==> config.mk <==
export PLATFORM = sky130hd
export DESIGN_NAME = float_add
export DESIGN_NICKNAME = d
export VERILOG_FILES = /design/src/rtl/fp16_pkg.sv /design/src/rtl/fp16_lzc.sv /design/src/rtl/float_add.sv
export SDC_FILE = /design/constraint.sdc
export NUM_CORES = 1
export LEC_CHECK = 0
export CAP_MARGIN = 30
export CORE_MARGIN = 10
export CORE_UTILIZATION = 40
export CTS_CLUSTER_SIZE = 24
export DETAILED_ROUTE_END_ITERATION = 6
export PLACE_DENSITY = 0.56
export SLEW_MARGIN = 20
export SYNTH_ARGS = -nofsm -noshare
export SYNTH_HDL_FRONTEND = slang
export SYNTH_SLANG_ARGS = --single-unit
==> constraint.sdc <==
create_clock -name clock -period 5.78 [get_ports clock]
set_input_delay 1.156 -clock clock [delete_from_list [all_inputs] [get_ports clock]]
set_output_delay 1.156 -clock clock [all_outputs]
set_load 0.05 [all_outputs]
==> src/rtl/fp16_pkg.sv <==
// Shared binary16 definitions for the float add and subtract units:
// field widths, special encodings, FSM states and operand classification.
package fp16_pkg;

  localparam int EXP_W = 5;
  localparam int MAN_W = 10;
  localparam int BIAS  = 15;
  localparam int SIG_W = MAN_W + 1;

  localparam logic [EXP_W-1:0] EXP_MAX = EXP_W'(2 * BIAS + 1);

  localparam logic [15:0] QNAN    = 16'h7E00;
  localparam logic [15:0] POS_INF = 16'h7C00;
  localparam logic [15:0] NEG_INF = 16'hFC00;

  typedef enum logic [2:0] {
    IDLE,
    UNPACK,
    ALIGN,
    ADD,
    NORM,
    DONE
  } state_t;

  typedef enum logic [1:0] {
    ZERO,
    NORMAL,
    INF,
    NAN
  } fp_class_t;

  typedef struct packed {
    logic             sign;
    logic [EXP_W-1:0] exp;
    logic [SIG_W-1:0] sig;
    fp_class_t        cls;
  } unpacked_t;

  // Subnormals are flushed here, so downstream logic only ever sees
  // zero, normal, inf or NaN operands.
  function automatic unpacked_t unpack(input logic [15:0] value);
    unpacked_t u;
    u.sign = value[15];
    u.exp  = value[14:10];
    u.sig  = {1'b1, value[9:0]};
    u.cls  = NORMAL;
    if (value[14:10] == '0) begin
      u.exp = '0;
      u.sig = '0;
      u.cls = ZERO;
    end else if (value[14:10] == EXP_MAX) begin
      u.cls = (value[9:0] != '0) ? NAN : INF;
    end
    return u;
  endfunction

endpackage

==> src/rtl/fp16_lzc.sv <==
// Combinational 12-bit leading-zero counter; an all-zero input yields 12.
module fp16_lzc (
  input  logic [11:0] value,
  output logic [3:0]  count
);

  logic found;

  always_comb begin
    count = 4'd12;
    found = 1'b0;
    for (int i = 11; i >= 0; i--) begin
      if (!found && value[i]) begin
        count = 4'(11 - i);
        found = 1'b1;
      end
    end
  end

endmodule

==> src/rtl/float_add.sv <==
// Multi-cycle binary16 adder with a call/done handshake; fixed five-cycle
// latency from the accepted call to the done pulse, truncating rounding.
module float_add
  import fp16_pkg::*;
(
  input  logic        clock,
  input  logic        nreset,
  input  logic        call_fAdd,
  input  logic [15:0] left,
  input  logic [15:0] right,
  output logic [15:0] data_out,
  output logic        add_done,
  output logic        add_busy
);

  state_t state;
  state_t next_state;

  logic [15:0] op_a;
  logic [15:0] op_b;
  unpacked_t   ua;
  unpacked_t   ub;

  logic             hi_sign;
  logic [EXP_W-1:0] hi_exp;
  logic [SIG_W-1:0] hi_sig;
  logic             lo_sign;
  logic [SIG_W-1:0] lo_sig;
  logic             zero_sign;
  logic             special_hit;
  logic [15:0]      special_val;
  logic [11:0]      sum_r;

  always_ff @(posedge clock) begin
    if (!nreset) state <= IDLE;
    else         state <= next_state;
  end

  always_comb begin
    next_state = IDLE;
    add_busy   = 1'b0;
    add_done   = 1'b0;
    case (state)
      IDLE:    next_state = call_fAdd ? UNPACK : IDLE;
      UNPACK:  begin next_state = ALIGN; add_busy = 1'b1; end
      ALIGN:   begin next_state = ADD;   add_busy = 1'b1; end
      ADD:     begin next_state = NORM;  add_busy = 1'b1; end
      NORM:    begin next_state = DONE;  add_busy = 1'b1; end
      DONE:    begin next_state = IDLE;  add_busy = 1'b1; add_done = 1'b1; end
      default: next_state = IDLE;
    endcase
  end

  // Alignment: the larger magnitude becomes the reference operand.
  logic             a_bigger;
  unpacked_t        hi;
  unpacked_t        lo;
  logic [EXP_W-1:0] exp_diff;
  logic [SIG_W-1:0] lo_shifted;
  logic             spec_hit_c;
  logic [15:0]      spec_val_c;

  always_comb begin
    a_bigger   = {ua.exp, ua.sig[MAN_W-1:0]} >= {ub.exp, ub.sig[MAN_W-1:0]};
    hi         = a_bigger ? ua : ub;
    lo         = a_bigger ? ub : ua;
    exp_diff   = hi.exp - lo.exp;
    lo_shifted = (exp_diff >= 5'd12) ? '0 : (lo.sig >> exp_diff);

    spec_hit_c = 1'b1;
    spec_val_c = QNAN;
    if (ua.cls == NAN || ub.cls == NAN) begin
      spec_val_c = QNAN;
    end else if (ua.cls == INF && ub.cls == INF && ua.sign != ub.sign) begin
      spec_val_c = QNAN;
    end else if (ua.cls == INF) begin
      spec_val_c = ua.sign ? NEG_INF : POS_INF;
    end else if (ub.cls == INF) begin
      spec_val_c = ub.sign ? NEG_INF : POS_INF;
    end else begin
      spec_hit_c = 1'b0;
    end
  end

  // Ordering guarantees the difference path never underflows.
  logic [11:0] sum_c;

  always_comb begin
    if (hi_sign == lo_sign) sum_c = {1'b0, hi_sig} + {1'b0, lo_sig};
    else                    sum_c = {1'b0, hi_sig} - {1'b0, lo_sig};
  end

  logic [3:0]  lz_count;
  logic [3:0]  shift_amt;
  logic [11:0] sum_shifted;
  logic [6:0]  norm_exp;
  logic [9:0]  norm_sig;
  logic [15:0] result_c;

  fp16_lzc u_lzc (
    .value (sum_r),
    .count (lz_count)
  );

  // Exponent is kept two bits wider so underflow shows up in bit 6.
  always_comb begin
    shift_amt   = lz_count - 4'd1;
    sum_shifted = sum_r << shift_amt;
    if (sum_r[11]) begin
      norm_exp = {2'b00, hi_exp} + 7'd1;
      norm_sig = sum_r[10:1];
    end else begin
      norm_exp = {2'b00, hi_exp} - {3'b000, shift_amt};
      norm_sig = sum_shifted[9:0];
    end

    if (special_hit)
      result_c = special_val;
    else if (sum_r == '0)
      result_c = {zero_sign, 15'h0000};
    else if (!norm_exp[6] && norm_exp >= 7'd31)
      result_c = hi_sign ? NEG_INF : POS_INF;
    else if (norm_exp[6] || norm_exp == '0)
      result_c = {hi_sign, 15'h0000};
    else
      result_c = {hi_sign, norm_exp[4:0], norm_sig};
  end

  // One datapath stage per state; data_out is loaded as the FSM enters DONE.
  always_ff @(posedge clock) begin
    if (!nreset) begin
      op_a        <= '0;
      op_b        <= '0;
      ua          <= '0;
      ub          <= '0;
      hi_sign     <= 1'b0;
      hi_exp      <= '0;
      hi_sig      <= '0;
      lo_sign     <= 1'b0;
      lo_sig      <= '0;
      zero_sign   <= 1'b0;
      special_hit <= 1'b0;
      special_val <= '0;
      sum_r       <= '0;
      data_out    <= '0;
    end else begin
      case (state)
        IDLE: begin
          if (call_fAdd) begin
            op_a <= left;
            op_b <= right;
          end
        end
        UNPACK: begin
          ua <= unpack(op_a);
          ub <= unpack(op_b);
        end
        ALIGN: begin
          hi_sign     <= hi.sign;
          hi_exp      <= hi.exp;
          hi_sig      <= hi.sig;
          lo_sign     <= lo.sign;
          lo_sig      <= lo_shifted;
          zero_sign   <= ua.sign & ub.sign;
          special_hit <= spec_hit_c;
          special_val <= spec_val_c;
        end
        ADD: begin
          sum_r <= sum_c;
        end
        NORM: begin
          data_out <= result_c;
        end
        default: begin
        end
      endcase
    end
  end

endmodule

==> run_1/final_placement.png <==
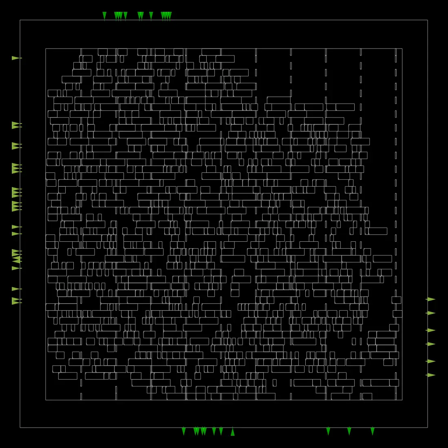
n_taps: 265
Post-Layout Cell Count: 1264
Row Count: 51

==> run_1/pins.png <==
Scale bar: 50 um. Pins as bars across the die edge, other pins in gray.
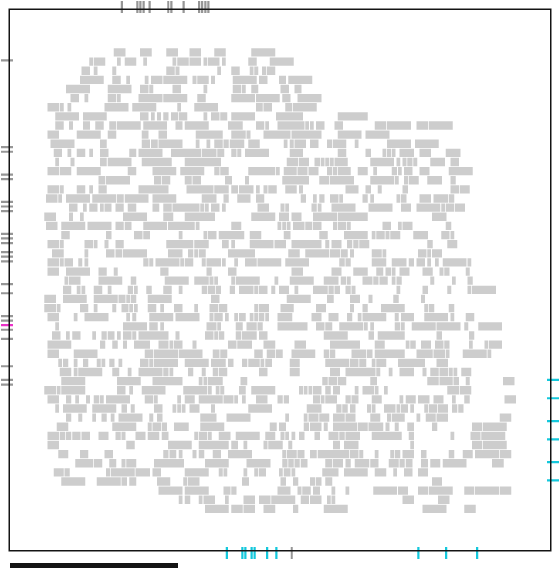
| port | color | pins | direction | edge |
|---|---|---|---|---|
| add_busy | magenta | 1 | output | left |
| data_out | cyan | 16 | output | 10 bottom, 6 right |
Chip Height: 161 um
Die Wd: 161 um

==> results.sh, run 1 <==
# flow metrics
export IMPL_yosys_area_um2=7940
export IMPL_crit_buf_inv=1
export IMPL_dieArea_um2=25900
export IMPL_clockBufferCount=19
export IMPL_syn_avg_cell_area_um2=8.25
export IMPL_yosysTopAreaCell="dfxtp_1"
export IMPL_async_reset_ff_share_pct=0
export IMPL_antenna_found_initial=0
export IMPL_finalHoldWorstSlack_ns=0.456
export IMPL_postCtsSetupRepairBufs=0
export IMPL_outcome="complete, no violations"
export IMPL_drc=0
export IMPL_cp_required_ns=6.15
export IMPL_yosys_top_cells_count="202 x nand2_1, 135 x dfxtp_1, 64 x a21oi_1"
export IMPL_p_int_mw=1.99
export IMPL_synth_dominant_cell_count="nand2_1"
export IMPL_reg2reg_slack_ns=0.51
export IMPL_rr_worst_depth=16
export IMPL_synthesis_area_um2=7940
export IMPL_syn_to_final_growth_pct=16.1
export IMPL_power_group_top="sequential cells"
export IMPL_top_logic_kind="AND-OR/OR-AND gates"
export IMPL_globalplace_congestion=0.933
export IMPL_timing_fmax_mhz=190
export IMPL_mux_share_pct=6.33
export IMPL_drt_wirelength_per_cell_um=16.4
export IMPL_worst_path_stages=16
export IMPL_top_area_cell_class="combinational gates"
export IMPL_dp_hpwl_um=15200
export IMPL_crit_end="data_out[9]"
export IMPL_slew_headroom_pct=39.4
export IMPL_met2WireLength_um=9170
export IMPL_edf_count=0
export IMPL_critPathArrivalTime_ns=5.64
export IMPL_cts_tree="built"
export IMPL_nonClkBufAreaFrac_pct=6.57
export IMPL_grt_usage_pct=16.1
export IMPL_p_comb_mw=0.912
export IMPL_diodes=0
export IMPL_crit_start="sum_r[8]"
export IMPL_cts_hold_buf=0
export IMPL_logic_area_um2=4850
export IMPL_wl_met3_um=833
export IMPL_switching_share_pct=36.2
export IMPL_m1WireLength_um=10400
export IMPL_hold_viol=0
export IMPL_clock_sinks=135
export IMPL_rsz0062_at_grt="no"
export IMPL_nMultiInputCombCells=732
export IMPL_p_sw_mw=1.13
export IMPL_tool_warnings=26
export IMPL_first_pass_iters=5
export IMPL_path_delay_family="AND-OR/OR-AND gates"
export IMPL_tns_ns=0
export IMPL_clockBufferDepth=2
export IMPL_grtUsageMet3_pct=3.86
export IMPL_top_regs="ua: 19 flops, ub: 19 flops"
export IMPL_vias_per_cell=5.42
export IMPL_vias=6849
export IMPL_fin_crit_ns=5.27
export IMPL_ir_drop_uv=197
export IMPL_numPlacedInstances=1231
export IMPL_grt_max_degree=85
export IMPL_hold_class="reg -> reg"
export IMPL_critPathSlowestCell="a311oi_4"
==> run_1/density.png <==
16 x 16 tiles, from white (low) to dark blue (high), 0 to 100% covered.
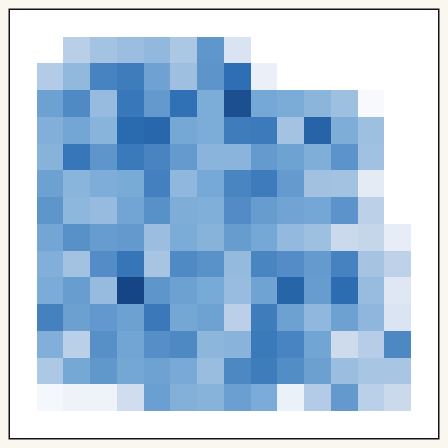
fullest tile: 92%
densest ninth of the die: center
tiles over 75% full: 3.1%
emptiest ninth of the die: upper right
nearly empty tiles: 30%
Initial Util: 40.7%
final design utilization: 47.2%
Core ar.: 19500 um^2

==> run_1/drive_strength.png <==
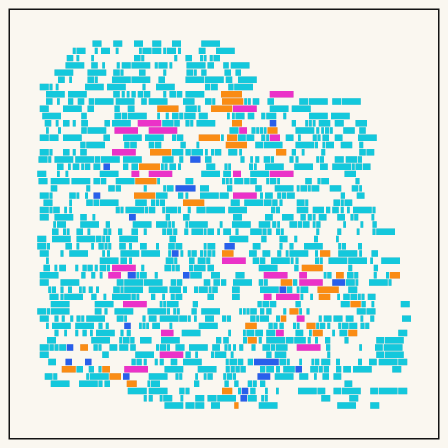
| size | color | cells | share | most used |
|---|---|---|---|---|
| drive 3 to 4 | blue | 22 | 2.2% | buf_4 |
| drive 2 | orange | 38 | 3.8% | mux4_2 |
| drive 6 and up | magenta | 28 | 2.8% | clkbuf_16 |
| drive 1 or less | cyan | 911 | 91% | nand2_1 |

==> run 1 -> run 2 <==
--- a/config.mk
+++ b/config.mk
@@ -11,6 +11,7 @@
 export CTS_CLUSTER_SIZE = 24
 export DETAILED_ROUTE_END_ITERATION = 6
 export PLACE_DENSITY = 0.56
+export SETUP_SLACK_MARGIN = 0.02
 export SLEW_MARGIN = 20
 export SYNTH_ARGS = -nofsm -noshare
 export SYNTH_HDL_FRONTEND = slang
==> run_2/zoom.png <==
Window x 111 to 131, y 111 to 131 um. Cells in gray, sequential cells in the stronger gray; small squares are vias.
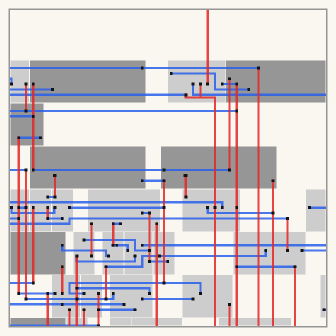
| layer | color |
|---|---|
| met1 | blue |
| met2 | red |
netlist names of flops here include: hi_sig (3), lo_sig (1)
cells with their middle in the window: 19
sequential cells in the window: 4
most frequent: nand2_1 (4), dfxtp_1 (4)

==> results.sh, run 2 <==
# flow metrics
export IMPL_die_w_um=161
export IMPL_first_pass_iters=5
export IMPL_switching_share_pct=36.2
export IMPL_worst_path_stages=16
export IMPL_grt_usage_pct=16.1
export IMPL_clockBufferDepth=2
export IMPL_rsz0062_at_grt="no"
export IMPL_antenna_found_initial=0
export IMPL_top_area_cell_class="combinational gates"
export IMPL_syn_avg_cell_area_um2=8.25
export IMPL_syn_to_final_growth_pct=16.1
export IMPL_timing_fmax_mhz=190
export IMPL_crit_buf_inv=1
export IMPL_outcome="complete, no violations"
export IMPL_top_logic_kind="AND-OR/OR-AND gates"
export IMPL_clock_sinks=135
export IMPL_yosys_area_um2=7940
export IMPL_globalplace_congestion=0.933
export IMPL_die_h_um=161
export IMPL_vias_per_cell=5.42
export IMPL_crit_start="sum_r[8]"
export IMPL_instances_no_fill=1264
export IMPL_slew_headroom_pct=39.4
export IMPL_tool_warnings=26
export IMPL_async_reset_ff_share_pct=0
export IMPL_rr_worst_depth=16
export IMPL_hold_class="reg -> reg"
export IMPL_cts_tree="built"
export IMPL_core_rowCount=51
export IMPL_p_comb_mw=0.912
export IMPL_nonClkBufAreaFrac_pct=6.57
export IMPL_p_int_mw=1.99
export IMPL_postCtsSetupRepairBufs=0
export IMPL_hold_viol=0
export IMPL_drc=0
export IMPL_top_regs="ua: 19 flops, ub: 19 flops"
export IMPL_met2WireLength_um=9170
export IMPL_edf_count=0
export IMPL_synthesis_area_um2=7940
export IMPL_wl_met3_um=833
export IMPL_numPlacedInstances=1231
export IMPL_clockBufferCount=19
export IMPL_synth_dominant_cell_count="nand2_1"
export IMPL_drt_wirelength_per_cell_um=16.4
export IMPL_grtUsageMet3_pct=3.86
export IMPL_cts_hold_buf=0
export IMPL_ir_drop_uv=197
export IMPL_vias=6849
export IMPL_reg2reg_slack_ns=0.51
export IMPL_critPathSlowestCell="a311oi_4"
export IMPL_grt_max_degree=85
export IMPL_final_util_pct=47.2
